File: src/rtl/ofdm_cp_remove.sv
// ofdm_cp_remove
// Receive-side OFDM cyclic-prefix remover placed between timing sync and the
// FFT input buffer. For each frame it discards CP_LEN prefix samples and
// forwards FFT_LEN body samples per symbol, for a run of symbols, framing
// each forwarded symbol with sop/eop and a symbol index.
//
// Ports
//   clk          system clock, rising edge
//   rst          asynchronous active-high reset
//   din_vld      input sample valid (no backpressure, gaps allowed)
//   din_i/din_q  input I/Q samples
//   frame_start  with din_vld: this sample is prefix sample 0 of symbol 0
//   sym_num      symbols per frame, captured on an accepted frame_start
//   dout_vld     output sample valid (one clock after the accepted input)
//   dout_i/q     output I/Q samples, bit-exact copy of the input
//   dout_sop     first body sample of a symbol
//   dout_eop     last body sample of a symbol
//   sym_idx      index of the symbol currently on dout
//   frame_done   pulse alongside eop of the frame's last symbol
//   sync_err     pulse when a frame_start arrives while a frame is in flight
module ofdm_cp_remove #(
  parameter int DW      = 16,
  parameter int FFT_LEN = 64,
  parameter int CP_LEN  = 16,
  parameter int SYM_W   = 8
) (
  input  logic             clk,
  input  logic             rst,
  input  logic             din_vld,
  input  logic [DW-1:0]    din_i,
  input  logic [DW-1:0]    din_q,
  input  logic             frame_start,
  input  logic [SYM_W-1:0] sym_num,
  output logic             dout_vld,
  output logic [DW-1:0]    dout_i,
  output logic [DW-1:0]    dout_q,
  output logic             dout_sop,
  output logic             dout_eop,
  output logic [SYM_W-1:0] sym_idx,
  output logic             frame_done,
  output logic             sync_err
);

  localparam int CPW = $clog2(CP_LEN);
  localparam int DTW = $clog2(FFT_LEN);
  localparam logic [CPW-1:0] CP_LAST  = CPW'(CP_LEN - 1);
  localparam logic [DTW-1:0] DAT_LAST = DTW'(FFT_LEN - 1);

  typedef enum logic [1:0] {
    S_IDLE,
    S_CP,
    S_DATA
  } state_t;

  state_t           r_state;
  state_t           w_state_nxt;
  logic [CPW-1:0]   r_cp_cnt;
  logic [CPW-1:0]   w_cp_cnt_nxt;
  logic [DTW-1:0]   r_dat_cnt;
  logic [DTW-1:0]   w_dat_cnt_nxt;
  logic [SYM_W-1:0] r_sym_cnt;
  logic [SYM_W-1:0] w_sym_cnt_nxt;
  logic [SYM_W-1:0] r_sym_lim;
  logic [SYM_W-1:0] w_sym_lim_nxt;

  logic w_fwd;
  logic w_sop;
  logic w_eop;
  logic w_done;
  logic w_err;

  // State, counters and strobes for the sample presented this cycle.
  // An accepted frame_start always wins: the frame restarts with this sample
  // as prefix sample 0, so the prefix counter resumes at 1. Restarting while
  // a frame is in flight flags sync_err and swallows any eop due here.
  always_comb begin
    w_state_nxt   = r_state;
    w_cp_cnt_nxt  = r_cp_cnt;
    w_dat_cnt_nxt = r_dat_cnt;
    w_sym_cnt_nxt = r_sym_cnt;
    w_sym_lim_nxt = r_sym_lim;
    w_fwd         = 1'b0;
    w_sop         = 1'b0;
    w_eop         = 1'b0;
    w_done        = 1'b0;
    w_err         = 1'b0;

    if (din_vld) begin
      if (frame_start) begin
        w_err         = (r_state != S_IDLE);
        w_state_nxt   = S_CP;
        w_cp_cnt_nxt  = CPW'(1);
        w_sym_cnt_nxt = '0;
        // A zero symbol count would never terminate, so treat it as one.
        w_sym_lim_nxt = (sym_num == '0) ? SYM_W'(1) : sym_num;
      end else begin
        case (r_state)
          S_CP: begin
            if (r_cp_cnt == CP_LAST) begin
              w_state_nxt   = S_DATA;
              w_dat_cnt_nxt = '0;
            end else begin
              w_cp_cnt_nxt = r_cp_cnt + CPW'(1);
            end
          end
          S_DATA: begin
            w_fwd         = 1'b1;
            w_sop         = (r_dat_cnt == '0);
            w_eop         = (r_dat_cnt == DAT_LAST);
            w_dat_cnt_nxt = r_dat_cnt + DTW'(1);
            if (w_eop) begin
              if (r_sym_cnt == r_sym_lim - SYM_W'(1)) begin
                w_state_nxt = S_IDLE;
                w_done      = 1'b1;
              end else begin
                w_state_nxt   = S_CP;
                w_cp_cnt_nxt  = '0;
                w_sym_cnt_nxt = r_sym_cnt + SYM_W'(1);
              end
            end
          end
          default: begin
          end
        endcase
      end
    end
  end

  // FSM state and counters.
  always_ff @(posedge clk or posedge rst) begin
    if (rst) begin
      r_state   <= S_IDLE;
      r_cp_cnt  <= '0;
      r_dat_cnt <= '0;
      r_sym_cnt <= '0;
      r_sym_lim <= '0;
    end else begin
      r_state   <= w_state_nxt;
      r_cp_cnt  <= w_cp_cnt_nxt;
      r_dat_cnt <= w_dat_cnt_nxt;
      r_sym_cnt <= w_sym_cnt_nxt;
      r_sym_lim <= w_sym_lim_nxt;
    end
  end

  // Output register: strobes follow the forwarded sample, while data and
  // index only load on a forwarded sample so they hold between samples.
  always_ff @(posedge clk or posedge rst) begin
    if (rst) begin
      dout_vld   <= 1'b0;
      dout_i     <= '0;
      dout_q     <= '0;
      dout_sop   <= 1'b0;
      dout_eop   <= 1'b0;
      sym_idx    <= '0;
      frame_done <= 1'b0;
      sync_err   <= 1'b0;
    end else begin
      dout_vld   <= w_fwd;
      dout_sop   <= w_sop;
      dout_eop   <= w_eop;
      frame_done <= w_done;
      sync_err   <= w_err;
      if (w_fwd) begin
        dout_i  <= din_i;
        dout_q  <= din_q;
        sym_idx <= r_sym_cnt;
      end
    end
  end

endmodule

File: config.mk
export PLATFORM = sky130hd
export DESIGN_NAME = ofdm_cp_remove
export DESIGN_NICKNAME = d
export VERILOG_FILES = /design/src/rtl/ofdm_cp_remove.sv
export SDC_FILE = /design/constraint.sdc
export NUM_CORES = 1
export LEC_CHECK = 0
export CAP_MARGIN = 20
export CORE_MARGIN = 3
export CORE_UTILIZATION = 51
export CTS_BUF_LIST = sky130_fd_sc_hd__clkbuf_4
export CTS_CLUSTER_DIAMETER = 150
export DETAILED_ROUTE_END_ITERATION = 8
export GPL_ROUTABILITY_DRIVEN = 0
export HOLD_SLACK_MARGIN = 0.15
export PLACE_DENSITY_LB_ADDON = 0.3
export SETUP_SLACK_MARGIN = 0.05
export SYNTH_ARGS = -nofsm -noshare
export SYNTH_HDL_FRONTEND = slang
export SYNTH_SLANG_ARGS = --single-unit
File: constraint.sdc
create_clock -name clk -period 2.75 [get_ports clk]
set_input_delay 0.4125 -clock clk [delete_from_list [all_inputs] [get_ports clk]]
set_output_delay 0.4125 -clock clk [all_outputs]
set_load 0.005 [all_outputs]
Figure 1. Clock distribution (run 1).
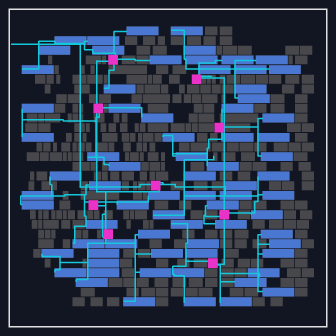
[blue] flip-flops | count: 73
[magenta] clock-net drivers | count: 9
[cyan] clock wires | length: 864 um
flops lie: all over the die
routed clock nets: 10

Figure 2. Placed cells, one colour a class (run 1).
Fill, decap, tap and diode cells in grey.
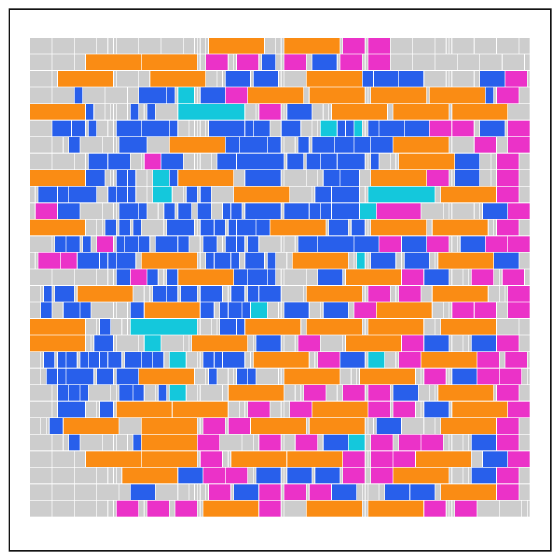
| colour | class | cells |
|---|---|---|
| orange | registers | 73 |
| cyan | clock drivers and dummy loads | 16 |
| blue | remaining logic cells | 210 |
| magenta | remaining buffers and delay cells | 93 |

Figure 3. The clock network (run 1).
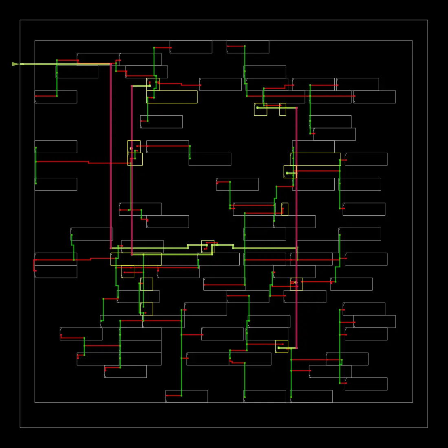
TritonCTS buffer count: 9
clk sinks: 73
Clock Skew: 0.0109 ns
clk_buf instances: 10
clk latency late pin: 0.41 ns

==> results_dict.tcl, run 1 <==
# collected from the flow reports
set metrics [dict create \
    antenna_found_initial 0 \
    die-area_um2 7890 \
    ys_ff 73 \
    clk_pin_slew_worst_paths_ns 0.11 \
    p_int_uw 2720 \
    mostFrequentLayoutCell "clkdlybuf4s50_1" \
    rsz0062_at_grt "false" \
    clkPwrFrac 0.220 \
    critPathLaunch "r_state[0]" \
    fp.dieW_um 88.8 \
    met3_usage 0.0419 \
    grt_max_degree 52 \
    status "completed" \
    ff_type "dfrtp_1" \
    diodes 0 \
    use_met2 0.353 \
    setup_ws_ns 0.477 \
    finalPower_uw 3780 \
    overflow 0 \
    hold_buffers 0 \
    ff2ff_path_depth 8 \
    port-buffer-count 88 \
    tool_warnings 29 \
    nFillCells 463 \
    drt_iter0_markers 109 \
    final_cell_mix "clkdlybuf4s50_1, dfrtp_1, mux2_2" \
    first_global_vias 2611 \
    r2r_end "r_cp_cnt[1]" \
    top_usage_layer "met2" \
    cp.required_ns 3.05 \
    syn_to_final_growth_pct 32.9 \
    coreArea_um2 6490 \
    seq_power_share 0.423 \
    grt_pass1_wl_um 12400 \
    cts-root-buf "clkbuf_4" \
    grt_use_total 0.206 \
    ys_chip_area_um2 3500 \
    postLayoutCellArea_um2 4650 \
    yosysSeqAreaShare 0.522 \
    pre_cts_slack_ns 0.494 \
    fp-utilization 0.539 \
    critPathKind "reg -> reg" \
    synth_area_um2 3500 \
    period_minus_slack_ns 2.27 \
    hold_viol_final 0 \
    logic_family "multiplexers" \
    hpwl_um 5630 \
    ys_sh_mux 0.157 \
    avgSynthCellArea_um2 11.9 \
    rrSetupSlack_ns 0.48 \
    ys_types 56 \
    row_count 29 \
    io_pins 89 \
    worstSetupStartpointType "flip-flop" \
    antenna_left 0 \
    clock_path_buffers 2 \
    drt_pass1_iterations 4 \
    num_vias 2625 \
    fin_cells 469 \
    drv_slew 0 \
    wl_um 7610 \
    postCtsSetupBuffers 0 \
    post-route-drc-count 0 \
    max-cap-violations 0 \
    vias_per_cell 5.60 \
    cp_data_arrival_time_ns 2.58 \
    die_h_um 88.8 \
    syn_nets 346 \
    pwr-share-comb 0.357 \
    edf_count 0 \
    dpl_cell_area_um2 4470 \
    final_layout_size_suffix_gt1_frac 0.209 \
]
run 1: area by class of cell:
cell class	instances	area (um^2)	area share
Clock buffer	10	75.1	0.0161
Clock inverter	6	106	0.0229
Inverter	16	60.1	0.0129
Multi-Input combinational cell	194	1550	0.334
Sequential cell	73	1830	0.393
Tap cell	77	96.3	0.0207
Timing Repair Buffer	93	931	0.200
run 1: state kept, by name, indices dropped and copies added (netlist names), 2 cells and up:
register   count
dout_q        16
dout_i        16
r_sym_cnt      8
r_cp_cnt       4
r_sym_lim      8
r_state        2
r_dat_cnt      6
sym_idx        8
run 1: power groups by stage:
stage | sequential, uW | combinational [uW] | clock, uW
3_3_place_gp | 1600 | 1320 | 0
5_1_grt | 1640 | 1480 | 905
2_1_floorplan | 1620 | 615 | 0
4_1_cts | 1600 | 1370 | 851
3_5_place_dp | 1620 | 1370 | 0
6_report | 1600 | 1350 | 832
run 1: critical path: stages (launching register included):
cell and delay (ns):
dfrtp_1 0.40, inv_1 0.10, ha_1 0.41, buf_4 0.24, nand2b_1 0.14, a2bb2oi_1 0.07
o21ai_1 0.43, nor4b_1 0.11, a211o_1 0.28
run 1: cell usage after synthesis (3+ instances only):
library cell,instances,area (um^2)
a21oi_1,9,45.0
a32oi_1,3,26.3
and3_1,4,25.0
clkbuf_1,7,26.3
dfrtp_1,73,1830
ha_1,8,100
inv_1,16,60.1
mux2_2,46,518
mux2i_1,3,30.0
nand2_1,15,56.3
nand2b_1,4,25.0
nand3_1,9,45.0
nand4_1,5,31.3
nor2_1,13,48.8
nor3_1,8,40.0
o211ai_1,4,30.0
o21ai_0,9,45.0
o21ai_1,5,25.0
xnor2_1,4,35.0
run 1: layer usage:
metal  routed length [um]  vias to the layer above
met1                 3190                     1271
met2                 3810                       86
met3                  454                       12
met5                    0                        -
met4                  155                        0
li1                     -                     1256
Figure 4. Routed metal, one colour a layer (run 1).
Bar = 20 um. Two of the layers only.
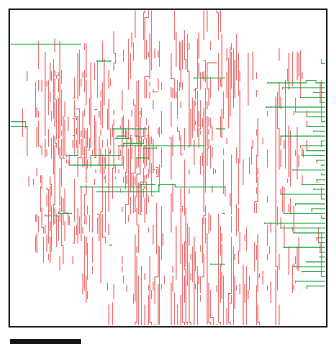

## Run 2: what changed since run 1
==> constraint.sdc (replaced) <==
create_clock -name clk -period 2.3 [get_ports clk]
set_input_delay 0.345 -clock clk [delete_from_list [all_inputs] [get_ports clk]]
set_output_delay 0.345 -clock clk [all_outputs]
set_load 0.005 [all_outputs]
Figure 5. Routed metal, one colour a layer (run 2).
Bar = 20 um. Two of the layers only.
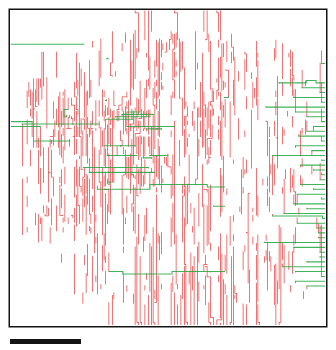
| colour | layer | wire length |
|---|---|---|
| red | M2 | 3900 um |
| green | M3 | 512 um |

Figure 6. The clock network (run 2).
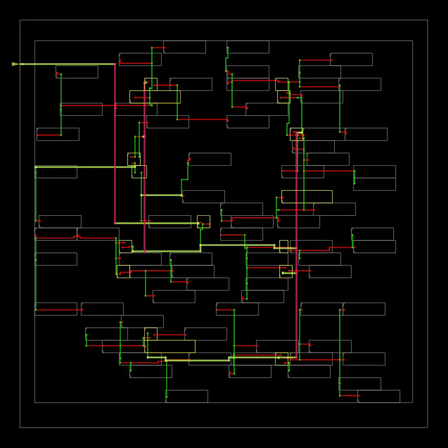
clk latency late pin: 0.43 ns
total clock network power: 1030 uW
Clock Skew: 0.0142 ns

Figure 7. Clock distribution (run 2).
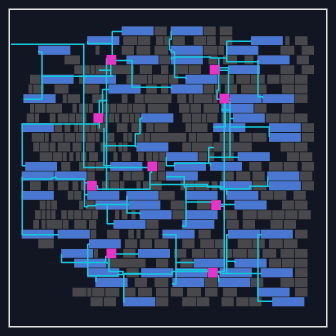
[cyan] clock wires | length: 901 um
[magenta] clock-net drivers | count: 9
[blue] flip-flops | count: 73
routed clock nets: 10
flops lie: all over the die

==> run 2 against run 1 <==
Effect of this change:
- clock power grew about 20%
- non-clock buffer count is 7 higher
- worst setup slack got worse by 0.29 ns
- sequential share of layout area is 0.69 points lower
- combinational power increased by 21%
- synthesized cell count is the same
- die size stayed put
- area after synthesis stayed put
- fmax grew 7.6%
- sequential cell count stayed put
- final cell count rose by 1.5%
- critical path type unchanged
==> results_dict.tcl, run 2 <==
# collected from the flow reports
set metrics [dict create \
    fp.dieW_um 88.8 \
    drt_iter0_markers 102 \
    setup_ws_ns 0.187 \
    clk_pin_slew_worst_paths_ns 0.12 \
    cts_buffers 9 \
    tool_warnings 29 \
    port-buffer-count 88 \
    ff_count 73 \
    setup_viol 0 \
    grt_max_degree 54 \
    nFillCells 455 \
    top_cell "dfrtp_1" \
    signal_buffers 100 \
    diodes 0 \
    comb_area_um2 1580 \
    finalNetCount 446 \
    clk_share 0.0394 \
    hpwl_um 5630 \
    post-route-drc-count 0 \
    async_flop_share 1.00 \
    synthCells 294 \
    hold_path.class "reg -> reg" \
    vias_per_cell 5.59 \
    edf_count 0 \
    row_count 29 \
    cp_data_arrival_time_ns 2.46 \
    pre_cts_slack_ns 0.113 \
    die-area_um2 7890 \
    taps 77 \
    yosys_cells 294 \
    ys_types 56 \
    wl_per_cell_um 16.1 \
    first_global_vias 2596 \
    postLayoutCellArea_um2 4730 \
    yosysSeqAreaShare 0.522 \
    worstSetupStartpointType "flip-flop" \
    ys_ff 73 \
    hold_viol_final 0 \
    overflow 0 \
    critPathMaxFanout 9 \
    seq_area_frac 0.386 \
    largest_class "registers" \
    synth.top_cell.area_share 0.522 \
    cp.required_ns 2.65 \
    num_vias 2663 \
    die_h_um 88.8 \
    status "completed" \
    yosysWarnings 0 \
    num-nonclk-inverters 16 \
    io_pins 89 \
    drt_pass1_iterations 4 \
    grt_use_total 0.206 \
    synth_area_um2 3500 \
    final_cell_mix "clkdlybuf4s50_1, dfrtp_1, mux2_2" \
    comb_cells 194 \
    wl_um 7650 \
    top_cells_by_area "dfrtp_1, mux2_2, ha_1" \
    ys_top_cells_by_count "dfrtp_1, mux2_2, inv_1, nand2_1, nor2_1" \
    top_area_cell "dfrtp_1" \
    period_minus_slack_ns 2.11 \
    critPathLaunch "r_sym_lim[0]" \
    fp-utilization 0.539 \
    syn_nets 346 \
    ff_type "dfrtp_1" \
    mostFrequentLayoutCell "clkdlybuf4s50_1" \
    syn_to_final_growth_pct 35.2 \
    tns_ns 0 \
    grt_pass1_wl_um 12400 \
    largest_registers "dout_i x16, dout_q x16" \
    worst_pin_slew_ns 0.542 \
    comb_share 0.333 \
    seq_area_um2 1830 \
    drv_slew 0 \
    cts_sinks 73 \
    clock_path_buffers 2 \
    critPathKind "reg -> reg" \
    ys_chip_area_um2 3500 \
    nonClkBufAreaFrac 0.208 \
    cts-root-buf "clkbuf_4" \
    worst_hold_slack_ns 0.498 \
    max-cap-violations 0 \
    coreArea_um2 6490 \
    final_layout_size_suffix_gt1_frac 0.233 \
    avgSynthCellArea_um2 11.9 \
    antenna_found_initial 0 \
    nClkBuffers 11 \
    rsz0062_at_grt "false" \
    antenna_left 0 \
    dpl_cell_area_um2 4500 \
]
-- run 2: per-layer routing --
layer	wire, um	up-vias	global-route usage
li1	-	1268	-
met1	3100	1295	0.249
met2	3900	89	0.354
met3	512	11	0.0503
met4	136	0	0.0783
met5	0	-	0
-- run 2: what timing repair did --
item | CTS | global route
resized | 0 | 4
buffers inserted | 0 | 2
hold buffers | 1 | 0
setup endpoints to repair | 0 | 10
hold endpoints to repair | 2 | 0
-- run 2: cells by family (layout without fill, tap and decap cells) --
family,count (synthesis),count (layout),synth area share
simple gates,76,76,0.118
flops,73,73,0.522
xor+xnor,9,9,0.0290
compound gates,52,52,0.111
mux,49,49,0.157
fa+ha+maj,8,8,0.0286
buf+inv,27,132,0.0347
-- run 2: metrics by stage --
| stage | utilization | total power, uW | std cells |
|---|---|---|---|
| floorplan | - | 2670 | 294 |
| global placement | 0.693 | 3500 | 457 |
| detailed placement | 0.693 | 3580 | 457 |
| CTS | 0.723 | 4600 | 474 |
| global route | 0.729 | 4840 | 476 |
| finish | 0.729 | 4560 | 476 |
-- run 2: path summary, 6_finish.rpt --
check | endpoint | slack [ns] | cells after the start
min in group asynchronous | dout_q[1] | 0.64 | 3
setup / recovery | r_sym_cnt[4] | 0.19 | 9
hold / removal | sym_idx[6] | 0.50 | 2
hold reg to reg | sym_idx[6] | 0.50 | 2
max in group asynchronous | dout_eop | 1.17 | 4
setup reg to reg | r_sym_cnt[4] | 0.19 | 9
-- run 2: critical path: stages, from the launching register on --
cell      delay (ns)
dfrtp_1         0.44
inv_1           0.08
ha_2            0.32
xor2_1          0.13
o211ai_1        0.11
a211oi_2        0.20
buf_4           0.16
a41oi_4         0.18
a311o_1         0.32
o211ai_1        0.10
-- run 2: power by group --
part | switching (uW) | internal (uW)
clock network | 450 | 575
logic | 588 | 1040
registers | 237 | 1670
Power figures rest on the tool's default switching activity, not on a simulated workload.
